==> src/rtl/kim_hazard_scoreboard.sv <==
// Per-GPR countdown scoreboard in ID: stalls on load-use, branch-in-ID and MDU-busy hazards.
// Optional performance counters are built only when KIM_HAZARD_PERF_CNT_EN is defined.
module kim_hazard_scoreboard #(
  parameter int OPERAND_ADDR_WIDTH = 5,
  parameter int LOAD_USE_STALL     = 1,
  parameter int BRANCH_EXTRA       = 1,
  parameter int MDU_LATENCY        = 4
) (
  input  logic                              clk,
  input  logic                              reset,
  input  logic                              hold,
  input  logic                              id_valid,
  input  logic [OPERAND_ADDR_WIDTH-1:0]     id_rs,
  input  logic [OPERAND_ADDR_WIDTH-1:0]     id_rt,
  input  logic                              id_uses_rs,
  input  logic                              id_uses_rt,
  input  logic                              id_is_branch,
  input  logic                              id_we,
  input  logic [OPERAND_ADDR_WIDTH-1:0]     id_dst,
  input  logic                              id_is_load,
  input  logic                              id_is_mdu,
  output logic                              stall,
  output logic                              stall_rs,
  output logic                              stall_rt,
  output logic                              stall_mdu,
  output logic [2**OPERAND_ADDR_WIDTH-1:0]  pending,
  output logic [31:0]                       perf_stall_cycles,
  output logic [31:0]                       perf_load_use
);

  localparam int NUM_REGS  = 2**OPERAND_ADDR_WIDTH;
  localparam int CNT_WIDTH = $clog2(MDU_LATENCY + LOAD_USE_STALL + BRANCH_EXTRA + 1);

  localparam logic [CNT_WIDTH-1:0] LOAD_VAL   = CNT_WIDTH'(LOAD_USE_STALL + BRANCH_EXTRA);
  localparam logic [CNT_WIDTH-1:0] MDU_VAL    = CNT_WIDTH'(MDU_LATENCY + BRANCH_EXTRA);
  localparam logic [CNT_WIDTH-1:0] ALU_VAL    = CNT_WIDTH'(BRANCH_EXTRA);
  localparam logic [CNT_WIDTH-1:0] MDU_BUSY   = CNT_WIDTH'(MDU_LATENCY);

  logic [CNT_WIDTH-1:0] cnt_reg [NUM_REGS];
  logic [CNT_WIDTH-1:0] mdu_cnt_reg;

  logic [CNT_WIDTH-1:0] threshold;
  logic                 hz_rs;
  logic                 hz_rt;
  logic                 hz_mdu;
  logic                 issue;
  logic                 load_dst;
  logic [CNT_WIDTH-1:0] load_val;

  // A branch reads its operands in ID, so it needs the producer fully drained;
  // EX consumers can tolerate BRANCH_EXTRA remaining cycles thanks to forwarding.
  assign threshold = id_is_branch ? '0 : ALU_VAL;

  assign hz_rs  = id_valid & id_uses_rs & (id_rs != '0) & (cnt_reg[id_rs] > threshold);
  assign hz_rt  = id_valid & id_uses_rt & (id_rt != '0) & (cnt_reg[id_rt] > threshold);
  assign hz_mdu = id_valid & id_is_mdu & (mdu_cnt_reg != '0);

  assign stall     = hz_rs | hz_rt | hz_mdu;
  assign stall_rs  = hz_rs;
  assign stall_rt  = hz_rt;
  assign stall_mdu = hz_mdu;

  assign issue    = id_valid & ~stall & ~hold;
  assign load_dst = issue & id_we & (id_dst != '0);

  always_comb begin
    load_val = ALU_VAL;
    if (id_is_load) begin
      load_val = LOAD_VAL;
    end else if (id_is_mdu) begin
      load_val = MDU_VAL;
    end
  end

  genvar gi;
  generate
    for (gi = 0; gi < NUM_REGS; gi++) begin : g_reg
      if (gi == 0) begin : g_zero
        assign cnt_reg[gi] = '0;
        assign pending[gi] = 1'b0;
      end else begin : g_track
        always_ff @(posedge clk) begin
          if (reset) begin
            cnt_reg[gi] <= '0;
          end else if (!hold) begin
            // Newest writer always wins, even over a longer outstanding count (WAW).
            if (load_dst && (id_dst == OPERAND_ADDR_WIDTH'(gi))) begin
              cnt_reg[gi] <= load_val;
            end else if (cnt_reg[gi] != '0) begin
              cnt_reg[gi] <= cnt_reg[gi] - 1'b1;
            end
          end
        end
        assign pending[gi] = (cnt_reg[gi] != '0);
      end
    end
  endgenerate

  always_ff @(posedge clk) begin
    if (reset) begin
      mdu_cnt_reg <= '0;
    end else if (!hold) begin
      if (issue && id_is_mdu) begin
        mdu_cnt_reg <= MDU_BUSY;
      end else if (mdu_cnt_reg != '0) begin
        mdu_cnt_reg <= mdu_cnt_reg - 1'b1;
      end
    end
  end

`ifdef KIM_HAZARD_PERF_CNT_EN
  logic [NUM_REGS-1:0] is_load_reg;
  logic                load_hz;
  logic                load_hz_prev_reg;
  logic [31:0]         perf_stall_cycles_reg;
  logic [31:0]         perf_load_use_reg;

  generate
    for (gi = 0; gi < NUM_REGS; gi++) begin : g_tag
      if (gi == 0) begin : g_zero
        assign is_load_reg[gi] = 1'b0;
      end else begin : g_track
        always_ff @(posedge clk) begin
          if (reset) begin
            is_load_reg[gi] <= 1'b0;
          end else if (!hold && load_dst && (id_dst == OPERAND_ADDR_WIDTH'(gi))) begin
            is_load_reg[gi] <= id_is_load;
          end
        end
      end
    end
  endgenerate

  assign load_hz = (hz_rs & is_load_reg[id_rs]) | (hz_rt & is_load_reg[id_rt]);

  // A multi-cycle load-use stall is one event: count only its first unfrozen cycle.
  always_ff @(posedge clk) begin
    if (reset) begin
      perf_stall_cycles_reg <= '0;
      perf_load_use_reg     <= '0;
      load_hz_prev_reg      <= 1'b0;
    end else if (!hold) begin
      load_hz_prev_reg <= load_hz;
      if (stall) begin
        perf_stall_cycles_reg <= perf_stall_cycles_reg + 32'd1;
      end
      if (load_hz && !load_hz_prev_reg) begin
        perf_load_use_reg <= perf_load_use_reg + 32'd1;
      end
    end
  end

  assign perf_stall_cycles = perf_stall_cycles_reg;
  assign perf_load_use     = perf_load_use_reg;
`else
  assign perf_stall_cycles = 32'd0;
  assign perf_load_use     = 32'd0;
`endif

endmodule

==> config.mk <==
export PLATFORM = sky130hd
export DESIGN_NAME = kim_hazard_scoreboard
export DESIGN_NICKNAME = d
export VERILOG_FILES = /design/src/rtl/kim_hazard_scoreboard.sv
export SDC_FILE = /design/constraint.sdc
export NUM_CORES = 1
export LEC_CHECK = 0
export ABC_AREA = 1
export CORE_MARGIN = 2
export CORE_UTILIZATION = 40
export CTS_CLUSTER_SIZE = 16
export DETAILED_ROUTE_END_ITERATION = 12
export PLACE_DENSITY = 0.65
export SYNTH_ARGS = -nofsm -noshare
export SYNTH_HDL_FRONTEND = slang
export SYNTH_SLANG_ARGS = --single-unit
==> constraint.sdc <==
create_clock -name clk -period 4.06 [get_ports clk]
set_input_delay 0.812 -clock clk [delete_from_list [all_inputs] [get_ports clk]]
set_output_delay 0.812 -clock clk [all_outputs]
set_load 0.05 [all_outputs]
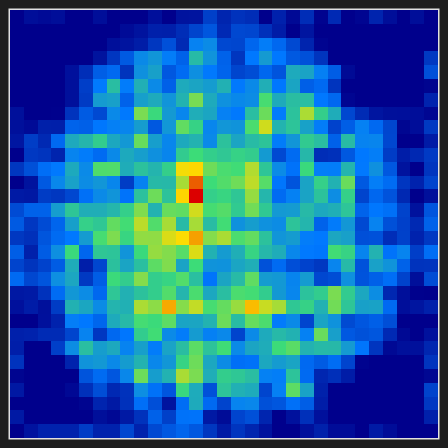
(run_1/metal_density.png)
The die is cut into 31 by 31 equal tiles; dark blue is low, red is high, scaled to the fullest tile. Values are wire area over tile area, all layers added.
fullest tile: 0.85
nearly empty tiles: 19%
tiles over half the peak: 10%
mean over tiles: 0.20
emptiest ninth of the die: north-east
densest ninth of the die: center

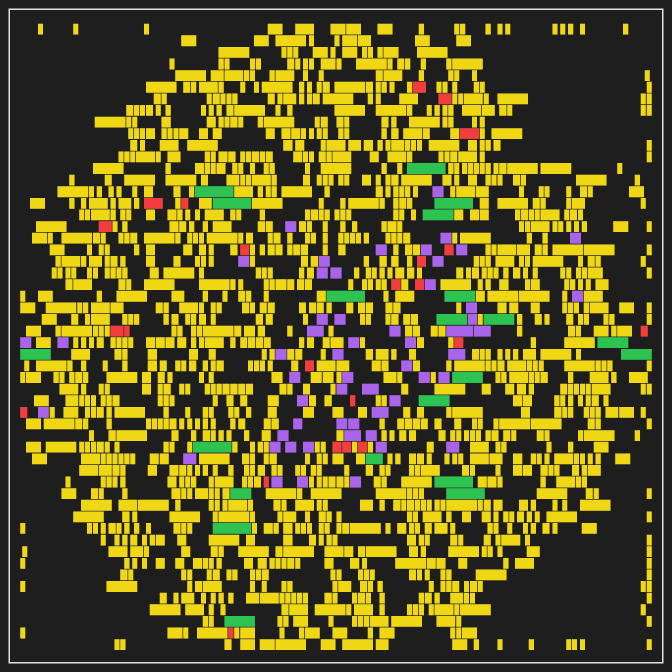
(run_1/sizes.png)
legend:
  purple:
    size: _3 and _4 cells
    cells: 55
    most_used: buf_4
  red:
    size: _2 cells
    cells: 23
    most_used: nand2_2
  yellow:
    size: _0 and _1 cells
    cells: 1454
    most_used: nand2_1
  green:
    size: _6 and larger
    cells: 21
    most_used: buf_12
crit path setup slack, layout: 0.143 ns
Final Cell Area: 10100 µm²
synthesis-to-layout area growth: 13.8%
Non-clk bufs: 109

==> run notes, run 1 <==
## Drt
• DR WL met2: 12900 µm
• Routed Antenna Nets: 0
• drt wl/cell: 15.6 µm
• DRT met1 WL: 12900 µm
• via total after detailed routing: 9582
• # DRC: 0
• violation count after the first detailed-routing iteration: 751
• detailed route wirelength on metal3: 2200 µm

## Global routing
• GR met3 Demand/Resource: 0.0356
• number of antenna violations at the first check in global routing: 0
• met2 Resource Use GR: 0.393

## Clocking
• number of gates given a new drive strength after cts: 11
• TritonCTS buffer count: 9
• CTS tree: built

## Timing
• achievable frequency: 0.255 GHz
• share of the clock period used by the worst path: 0.965
• Hold Slack: 0.469 ns
• RSZ-0062 raised after global routing: no
• Final Setup Violations: 0
• Sum Neg Setup Slack: 0 ns

## Placement
• HPWL after DPL: 21500 µm
• IO Port Bufs: 59

## Synth
• primary flip-flop cell chosen by synthesis mapping: sky130_fd_sc_hd__dfxtp_1
• adder and majority gate portion of the synthesized area: 0.0933
• synthesis-stage register bit count: 96
• async set-reset flop share out of synthesis: 0
• area share of the largest cell type after synthesis: 0.217
• synth cell count leaders: sky130_fd_sc_hd__nand2_1 (505), sky130_fd_sc_hd__inv_1 (159), sky130_fd_sc_hd__a21oi_1 (147), sky130_fd_sc_hd__nor2_1 (143), sky130_fd_sc_hd__dfxtp_1 (96)
• top area cells in the synthesized netlist: sky130_fd_sc_hd__dfxtp_1 (22%), sky130_fd_sc_hd__nand2_1 (21%), sky130_fd_sc_hd__ha_1 (9.3%)
• netlist area before placement: 8850 µm²
• top cell type by instance count after synthesis: sky130_fd_sc_hd__nand2_1

## Cells and area
• final-layout non-clock buffer area share: 0.107
• number of clock buffer instances in the layout: 12
• number of antenna diodes: 0
• clock-cell share of area: 0.0275

## Pwr
• leakage dissipation: 0.00497 µW
• Clock Power Share: 0.107

## Setup path
• FF-to-FF Start: cnt_reg[18]
• Critical Path End: stall
• logic depth of the worst path, buffers included: 13
• Critical Path Start: id_rs[2]
• Worst setup EP type: output port

## Job
• number of max-cap violations: 0

## Die
• area of the placeable core: 21800 µm²
• die height: 153 µm
• number of well-tap cells placed: 280
• chip footprint: 23300 µm²

## Run status
• status: finished, final reports clean

## Min path
• worst min path class: reg -> reg

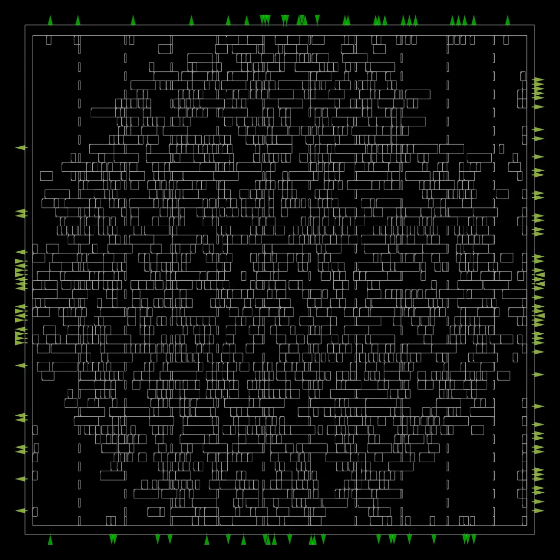
(run_1/placement.png)
non-filler cells, final: 1833
row count: 54
tally of filler cells in the layout: 2348
Seq/total area: 0.191
count of sequential standard cells: 96

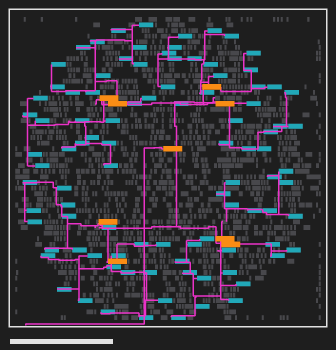
(run_1/clk_routes.png)
The bar under the picture is 50 µm long.
legend:
  magenta:
    item: clock wires
    length: 1570 µm
  cyan:
    item: flip-flops
    count: 96
  orange:
    item: clock drivers
    count: 9
flops lie: all over the die
routed clock nets: 10
worst setup skew after layout: 0.0106 ns
power consumed by the clock network: 845 µW
clock latency on the worst-skew pair: 0.36 ns

==> run 1 -> run 2 <==
CELL_PAD_IN_SITES_DETAIL_PLACEMENT = 1   (was unset)
CELL_PAD_IN_SITES_GLOBAL_PLACEMENT = 2   (was unset)
CORE_UTILIZATION = 29   (was 40)
PLACE_DENSITY = 0.84   (was 0.65)
SLEW_MARGIN = 10   (was unset)
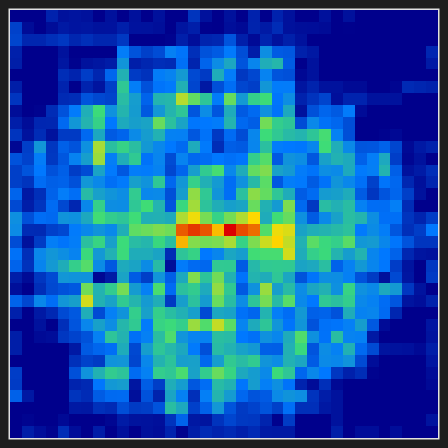
(run_2/metal_density.png)
The die is cut into 36 by 36 equal tiles; dark blue is low, red is high, scaled to the fullest tile. Values are wire area over tile area, all layers added.
nearly empty tiles: 19%
mean over tiles: 0.16
emptiest ninth of the die: north-east
densest ninth of the die: center
fullest tile: 0.77

==> run 2 against run 1 <==
Critical path depth increased by 1. Wire length increased by 16%. Combinational power increased by 2%. Critical path type unchanged.
==> run notes, run 2 <==
## Placement
• IO Port Bufs: 59
• HPWL after DPL: 24800 µm

## Synth
• top cell type by instance count after synthesis: sky130_fd_sc_hd__nand2_1
• area share of the largest cell type after synthesis: 0.217
• netlist area before placement: 8850 µm²
• adder and majority gate portion of the synthesized area: 0.0933
• top area cells in the synthesized netlist: sky130_fd_sc_hd__dfxtp_1 (22%), sky130_fd_sc_hd__nand2_1 (21%), sky130_fd_sc_hd__ha_1 (9.3%)
• synth cell count leaders: sky130_fd_sc_hd__nand2_1 (505), sky130_fd_sc_hd__inv_1 (159), sky130_fd_sc_hd__a21oi_1 (147), sky130_fd_sc_hd__nor2_1 (143), sky130_fd_sc_hd__dfxtp_1 (96)

## Cells and area
• number of antenna diodes: 0
• tally of filler cells in the layout: 3947
• non-filler cells, final: 1947
• Non-clk bufs: 114
• final-layout non-clock buffer area share: 0.108
• synthesis-to-layout area growth: 16.2%
• Seq/total area: 0.187

## Job
• number of max-cap violations: 0

## Pwr
• power consumed by the clock network: 981 µW

## Die
• die height: 179 µm
• area of the placeable core: 29900 µm²

## Clocking
• clock latency on the worst-skew pair: 0.36 ns
• number of gates given a new drive strength after cts: 10

## Run status
• status: finished, final reports clean

## Drt
• violation count after the first detailed-routing iteration: 448
• Routed Antenna Nets: 0
• DRT met1 WL: 15400 µm

## Global routing
• GR met3 Demand/Resource: 0.0310
• met2 Resource Use GR: 0.355

## Timing
• achievable frequency: 0.256 GHz

## Setup path
• Worst setup EP type: output port

==> run 2 -> run 3 <==
CORE_MARGIN = unset   (was 2)
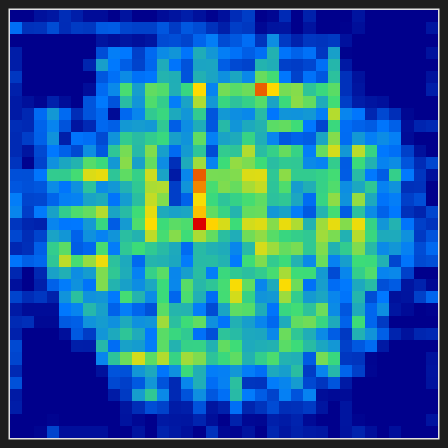
(run_3/metal_density.png)
The die is cut into 35 by 35 equal tiles; dark blue is low, red is high, scaled to the fullest tile. Values are wire area over tile area, all layers added.
nearly empty tiles: 19%
fullest tile: 0.64
densest ninth of the die: center

==> run 3 against run 2 <==
Maximum frequency decreased by 0.25%. Highest routed layer unchanged. Via count shrank 0.93%. Global-route usage rose by 0.17 points. Combinational power about the same. Clock skew rose by 0.0024 ns.
==> run notes, run 3 <==
## Timing
• worst setup skew after layout: 0.0121 ns
• achievable frequency: 0.255 GHz
• Sum Neg Setup Slack: 0 ns

## Synth
• top cell type by instance count after synthesis: sky130_fd_sc_hd__nand2_1
• primary flip-flop cell chosen by synthesis mapping: sky130_fd_sc_hd__dfxtp_1
• netlist area before placement: 8850 µm²
• async set-reset flop share out of synthesis: 0
• adder and majority gate portion of the synthesized area: 0.0933

## Cells and area
• number of antenna diodes: 0
• tally of filler cells in the layout: 3952
• final-layout non-clock buffer area share: 0.105
• Final Cell Area: 10200 µm²

## Drt
• DR WL met2: 15000 µm
• Routed Antenna Nets: 0

## Clocking
• clock latency on the worst-skew pair: 0.37 ns

## Setup path
• Worst setup EP type: output port
• logic depth of the worst path, buffers included: 13

## Global routing
• number of antenna violations at the first check in global routing: 0

## Run status
• status: finished, final reports clean

## Job
• number of max-cap violations: 0

## Die
• chip footprint: 31200 µm²

Power and IR drop assume default switching activity.
